==> run_1/layer_met1.png <==
Cells faint in the background.
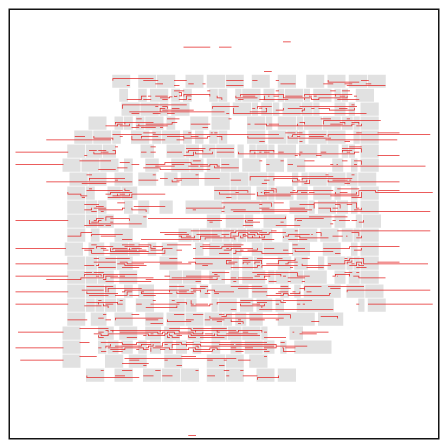
==> run_1/layer_met2.png <==
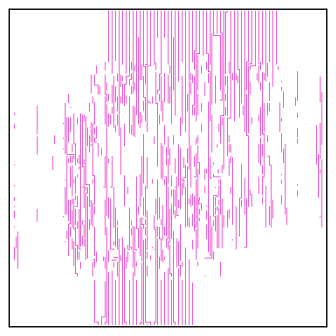
==> run_1/layer_met3.png <==
Cells faint in the background.
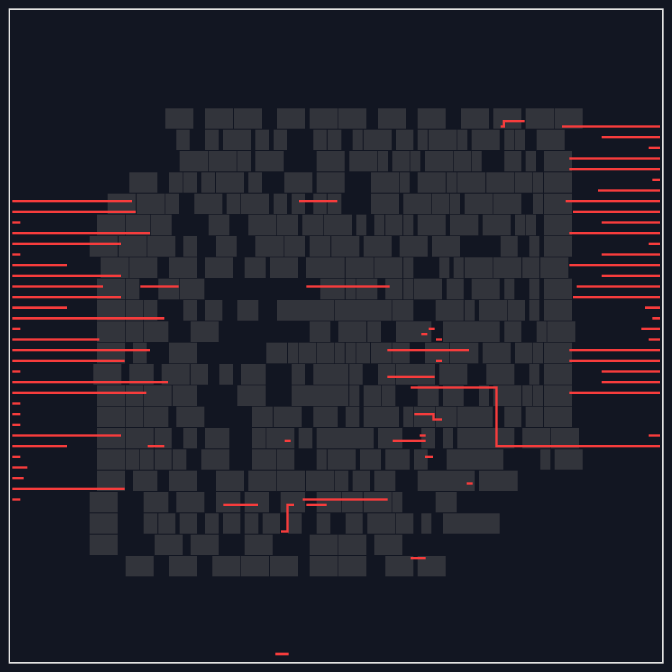
<file path="config.mk">
export PLATFORM = sky130hd
export DESIGN_NAME = mem_arbiter
export DESIGN_NICKNAME = d
export VERILOG_FILES = /design/src/rtl/mem_arbiter.sv
export SDC_FILE = /design/constraint.sdc
export NUM_CORES = 1
export LEC_CHECK = 0
export CORE_MARGIN = 10
export CORE_UTILIZATION = 31
export CTS_CLUSTER_SIZE = 20
export DETAILED_ROUTE_END_ITERATION = 8
export PLACE_DENSITY = 0.88
export SLEW_MARGIN = 40
export SYNTH_ARGS = -nofsm -noshare
export SYNTH_HDL_FRONTEND = slang
export SYNTH_SLANG_ARGS = --single-unit
</file>
<file path="constraint.sdc">
create_clock -name clk -period 3.9 [get_ports clk]
set_input_delay 0.585 -clock clk [delete_from_list [all_inputs] [get_ports clk]]
set_output_delay 0.585 -clock clk [all_outputs]
set_load 0.005 [all_outputs]
</file>
<file path="src/rtl/mem_arbiter.sv">
// Two-port RAM arbiter: a CPU port and a debug/loader port share one single-port
// synchronous RAM. Each access takes an ISSUE cycle (IDLE) and a completion cycle (XFER).
module mem_arbiter #(
  parameter int AW    = 9,
  parameter int DW    = 16,
  parameter int BURST = 4
) (
  input  logic          clk,
  input  logic          reset,
  input  logic [1:0]    cpu_cmd,
  input  logic [AW-1:0] cpu_addr,
  input  logic [DW-1:0] cpu_wdata,
  output logic          cpu_done,
  output logic          cpu_stall,
  output logic [DW-1:0] cpu_rdata,
  input  logic          dbg_req,
  input  logic          dbg_write,
  input  logic [AW-1:0] dbg_addr,
  input  logic [DW-1:0] dbg_wdata,
  output logic          dbg_done,
  output logic [DW-1:0] dbg_rdata,
  output logic [AW-1:0] ram_addr,
  output logic          ram_read,
  output logic          ram_write,
  output logic [DW-1:0] ram_wdata,
  input  logic [DW-1:0] ram_rdata
);

  typedef enum logic {IDLE = 1'b0, XFER = 1'b1} state_t;

  localparam logic [3:0] BURST_C = 4'(BURST);

  state_t     state_q, state_d;
  logic       owner_q, owner_d;   // 0 = CPU, 1 = debug
  logic       write_q, write_d;
  logic [3:0] run_cnt_q, run_cnt_d;

  logic cpu_valid;
  logic cpu_is_write;
  logic any_req;
  logic dbg_win;

  always_comb begin
    cpu_valid    = (cpu_cmd == 2'b01) || (cpu_cmd == 2'b10);
    cpu_is_write = (cpu_cmd == 2'b10);
    any_req      = cpu_valid || dbg_req;
    // CPU has priority unless debug has waited BURST CPU grants.
    dbg_win      = dbg_req && (!cpu_valid || (run_cnt_q == BURST_C));

    state_d   = state_q;
    owner_d   = owner_q;
    write_d   = write_q;
    run_cnt_d = run_cnt_q;
    ram_addr  = '0;
    ram_read  = 1'b0;
    ram_write = 1'b0;
    ram_wdata = '0;
    cpu_done  = 1'b0;
    dbg_done  = 1'b0;
    cpu_rdata = '0;
    dbg_rdata = '0;

    case (state_q)
      IDLE: begin
        if (any_req) begin
          state_d = XFER;
          owner_d = dbg_win;
          if (dbg_win) begin
            write_d   = dbg_write;
            ram_addr  = dbg_addr;
            ram_write = dbg_write;
            ram_read  = !dbg_write;
            ram_wdata = dbg_write ? dbg_wdata : '0;
          end else begin
            write_d   = cpu_is_write;
            ram_addr  = cpu_addr;
            ram_write = cpu_is_write;
            ram_read  = !cpu_is_write;
            ram_wdata = cpu_is_write ? cpu_wdata : '0;
          end
        end
      end
      XFER: begin
        state_d = IDLE;
        if (owner_q) begin
          dbg_done = 1'b1;
          if (!write_q) dbg_rdata = ram_rdata;
        end else begin
          cpu_done = 1'b1;
          if (!write_q) cpu_rdata = ram_rdata;
        end
      end
      default: state_d = IDLE;
    endcase

    if (!dbg_req) begin
      run_cnt_d = 4'd0;
    end else if ((state_q == IDLE) && any_req) begin
      run_cnt_d = dbg_win ? 4'd0 : (run_cnt_q + 4'd1);
    end

    // Reset aborts an in-flight access: no strobes, no done pulse, no read data.
    if (reset) begin
      ram_read  = 1'b0;
      ram_write = 1'b0;
      cpu_done  = 1'b0;
      dbg_done  = 1'b0;
      cpu_rdata = '0;
      dbg_rdata = '0;
    end

    cpu_stall = cpu_valid && !cpu_done;
  end

  always_ff @(posedge clk) begin
    if (reset) begin
      state_q   <= IDLE;
      owner_q   <= 1'b0;
      write_q   <= 1'b0;
      run_cnt_q <= 4'd0;
    end else begin
      state_q   <= state_d;
      owner_q   <= owner_d;
      write_q   <= write_d;
      run_cnt_q <= run_cnt_d;
    end
  end

endmodule

</file>
==> impl_metrics.env, run 1 <==
# implementation run metrics
export IMPL_status="finished clean"
export IMPL_top_layer="met4"
export IMPL_yosys_stat_chipArea_um2=1240
export IMPL_fin_ws_ns=0.360
export IMPL_powerClk_uw=107
export IMPL_p_leak_nw=0.922
export IMPL_tool_warnings=27
export IMPL_r2r_start="run_cnt_q[0]"
export IMPL_crit_start="cpu_cmd[0]"
export IMPL_powerSeq_uw=83.0
export IMPL_tritoncts_num_buffers=3
export IMPL_port_buffers=133
export IMPL_clk_pin_slew_ns=0.04
export IMPL_combPwrFrac=0.574
export IMPL_fp_util=0.328
export IMPL_use_met1=0.181
export IMPL_drt_iter0_drc=155
export IMPL_ir_drop_mv=0.0811
export IMPL_ant_nets=0
export IMPL_drtPass1Iterations=4
export IMPL_die_h_um=83.2
export IMPL_core_um2=3770
export IMPL_antenna_cells=0
export IMPL_rsz0062_at_grt="false"
export IMPL_clock_latency_late_pin_ns=0.24
export IMPL_syn_nets=276
export IMPL_syn_area_um2=1240
export IMPL_dr_wl_met2_um=3650
export IMPL_ys_seq_elements=7
export IMPL_edf_count=0
export IMPL_grtUsageMet2=0.332
export IMPL_crit_path_end_kind="output port"
export IMPL_cts_setup_buffers=0
export IMPL_path_max_fanout=30
export IMPL_p_seq_frac=0.186
export IMPL_hold_buffers=0
export IMPL_min_from="owner_q"
export IMPL_holdPathStages=2
export IMPL_fillers=341
export IMPL_layout_worst_path_cycle_share=0.908
export IMPL_synth_distinct_cells=28
export IMPL_clk_path_buf_depth=2
export IMPL_setup_viol=0
export IMPL_arrival_ns=2.95
export IMPL_r2r_setup_slack_ns=2.20
export IMPL_wl_met3_um=563
export IMPL_path_class="input port to output port"
export IMPL_cts_resized=0
export IMPL_async_flop_share=0
export IMPL_min_to="owner_q"
export IMPL_tns_ns=0
export IMPL_htreeDepth=1
export IMPL_reg2reg_depth=5
export IMPL_cell_internal_pwr_uw=300
export IMPL_maxCapViolCount=0
export IMPL_yosysWarningCount=0
export IMPL_dp_worst_setup_slack_ns=0.376
export IMPL_cts_sinks=7
export IMPL_avgRoutedWirePerCell_um=18.4
export IMPL_finalHoldViolCount=0
Back to the opening pictures, layer_met1.png:
wire length on this layer = 2,440 um
longest straight run = 26.7 um
main direction = horizontal
nets with wire on the layer = 357

Back to the opening pictures, layer_met2.png:
main direction = vertical
nets with wire on the layer = 345
longest straight run = 41.7 um
share of all routed wire = 54%
wire length on this layer = 3,650 um

Back to the opening pictures, layer_met3.png:
nets with wire on the layer = 72
longest straight run = 20.7 um
share of all routed wire = 8.3%
main direction = horizontal
Post-Route WL: 6760 um
Via Count: 2,021

run 1: cell usage after synthesis, types with 3 or more instances:
master,count,share of area
a21oi_1,29,0.12
buf_2,10,0.040
clkbuf_1,16,0.048
dfxtp_1,7,0.11
ha_1,3,0.030
inv_1,6,0.018
nand2b_1,17,0.086
nand3_1,11,0.044
nand4_1,18,0.091
nor2_1,35,0.11
o2111ai_1,16,0.11
o211ai_1,11,0.067
o21ai_0,3,0.012
run 1: worst max-delay path: stages:
cell and delay [ns]:
clkdlybuf4s50_1 0.46, inv_1 0.05, ha_1 0.31, buf_4 0.30, nor2b_1 0.48, nor2_1 0.12
and4b_1 0.19, clkdlybuf4s50_1 0.45
run 1: placed cells by master, fill, tap and decap left out, drive strengths merged, types with 2 or more instances in the layout:
cell type,n
inv,8
nor2,35
o31ai,2
o211ai,11
ha,3
nand2b,17
o2111ai,16
nand4,18
o21ai,4
dfxtp,7
clkbuf,4
buf,8
a211oi,3
a21oi,29
or4,2
clkdlybuf4s50,133
nand3,11
run 1: cells by family (layout without fill, tap and decap cells):
logic type,after synthesis,in the layout,synth area share
compound gates,67,67,0.363
fa+ha+maj,3,3,0.0303
buf+inv,34,153,0.113
flops,7,7,0.113
simple gates,90,90,0.381
run 1: area by class of cell:
| type | instances | area share |
|---|---|---|
| flip-flops and latches | 7 | 0.0528 |
| inverters | 8 | 0.0113 |
| repair buffers | 141 | 0.534 |
| well taps | 48 | 0.0226 |
| clock buffers | 4 | 0.0170 |
| multi-input cells | 160 | 0.363 |
run 1: flip-flops by register name (all words and copies together), names as in the netlist:
name       flops
run_cnt_q      4
write_q        1
state_q        1
owner_q        1
==> run 1 -> run 2 <==
CORE_MARGIN = default   (was 10)
==> run_2/congestion.png <==
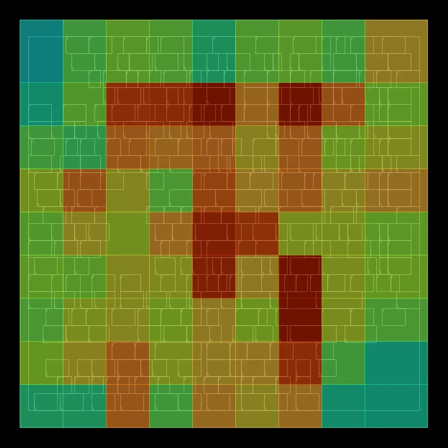
M3 GR Usage: 0.0608
final core occ: 0.712
M2 GR Usage: 0.466
GRT Max-Usage Layer: met2

==> impl_metrics.env, run 2 <==
# implementation run metrics
export IMPL_status="finished clean"
export IMPL_layout_non_clock_inverters=8
export IMPL_path_delay_family="buffers and inverters"
export IMPL_crit_path_end_kind="output port"
export IMPL_path_class="input port to output port"
export IMPL_comb_cells=160
export IMPL_synth_top_area_share=0.117
export IMPL_layout_worst_path_cycle_share=0.885
export IMPL_synth_distinct_cells=28
export IMPL_wl_um=5710
export IMPL_synth_area_leader_cell="a21oi_1"
export IMPL_tns_ns=0
export IMPL_vias=2039
export IMPL_post_dp_cell_area_um2=2620
export IMPL_worst_path_stages=8
export IMPL_edf_count=0
export IMPL_cts_setup_buffers=0
export IMPL_arrival_ns=2.87
export IMPL_yosysWarningCount=0
export IMPL_seq_share=0.0526
export IMPL_critPathSlowestCell="nor2b_1"
export IMPL_cp_num_buf_inv=4
export IMPL_rsz0062_at_grt="false"
export IMPL_avgRoutedWirePerCell_um=15.4
export IMPL_synth_dominant_cell_count="nor2_1"
export IMPL_syn_nets=276
export IMPL_finalHoldViolCount=0
export IMPL_hold_buffers=0
export IMPL_taps=48
export IMPL_crit_start="cpu_cmd[0]"
export IMPL_reg2reg_depth=5
export IMPL_dp_hpwl_um=4520
export IMPL_r2r_start="run_cnt_q[0]"
export IMPL_core_um2=3740
export IMPL_comb_share=0.361
export IMPL_clk_share=0.0169
export IMPL_logic_area_um2=962
export IMPL_r2r_setup_slack_ns=2.15
export IMPL_die_h_um=65.2
export IMPL_n_all_buffers=144
export IMPL_tool_warnings=27
export IMPL_fillers=323
export IMPL_path_max_fanout=14
export IMPL_min_from="owner_q"
export IMPL_p_leak_nw=0.930
export IMPL_ir_drop_mv=0.0870
export IMPL_largest_reg_flops=4
export IMPL_netlist_top_cells_count="35 x nor2_1, 29 x a21oi_1, 18 x nand4_1"
export IMPL_maxCapViolCount=0
export IMPL_largest_register="run_cnt_q"
export IMPL_async_flop_share=0
export IMPL_cts_sinks=7
export IMPL_setup_viol=0
export IMPL_clk_pin_slew_ns=0.04
export IMPL_largest_class="non-clock buffers"
export IMPL_bufAreaShareNonClock=0.535
export IMPL_cpPeakStageDelay_ns=0.50
export IMPL_ys_seq_elements=7
export IMPL_nClkBuffers=4
export IMPL_flops=7
export IMPL_antenna_cells=0
export IMPL_crit_top_cell="clkdlybuf4s50_1"
export IMPL_htreeDepth=1
[run 2: how the worst min path moves through the flow]
stage,to,slack [ns],cells past startpoint
after floorplan,owner_q,0.46,2
after global placement,owner_q,0.48,2
after detailed placement,owner_q,0.49,2
after CTS,owner_q,0.51,2
after global routing,run_cnt_q[3],0.55,2
final,owner_q,0.53,2
[run 2: report_power, final]
| group | internal (mW) | total (mW) | switching (mW) | leakage [nW] |
|---|---|---|---|---|
| Combinational | 0.156 | 0.257 | 0.101 | 0.850 |
| Sequential | 0.0755 | 0.0836 | 0.00811 | 0.0572 |
| Clock | 0.0712 | 0.109 | 0.0374 | 0.0228 |
[run 2: metal layers]
layer	GRT usage	vias up	wire length [um]
met5	0	-	0
met2	0.466	92	2990
li1	-	998	-
met1	0.306	933	2200
met4	0.0924	0	126
met3	0.0608	16	392
[run 2: through the flow]
| step | setup WS (ns) | utilization |
|---|---|---|
| final | 0.449 | 0.712 |
| after global routing | 0.258 | 0.712 |
| after CTS | 0.456 | 0.712 |
| after detailed placement | 0.463 | 0.700 |
| after global placement | 0.485 | 0.700 |
| after floorplan | 1.56 | - |
[run 2: logic make-up (layout without fill, tap and decap cells)]
logic type | Yosys count | count (layout) | synth area share
adder cells (fa/ha/maj) | 3 | 3 | 0.0303
flip-flops | 7 | 7 | 0.113
AND-OR/OR-AND | 67 | 67 | 0.363
AND/OR/NAND/NOR | 90 | 90 | 0.381
buffers and inverters | 34 | 156 | 0.113
[run 2: worst register-to-register path, cell delays in order, from the launching register on]
cell and delay, ns:
dfxtp_1 0.33, inv_1 0.09, ha_1 0.16, and3b_1 0.56
o211ai_1 0.23, a311oi_1 0.29
Power is estimated from default activity; no workload was simulated.
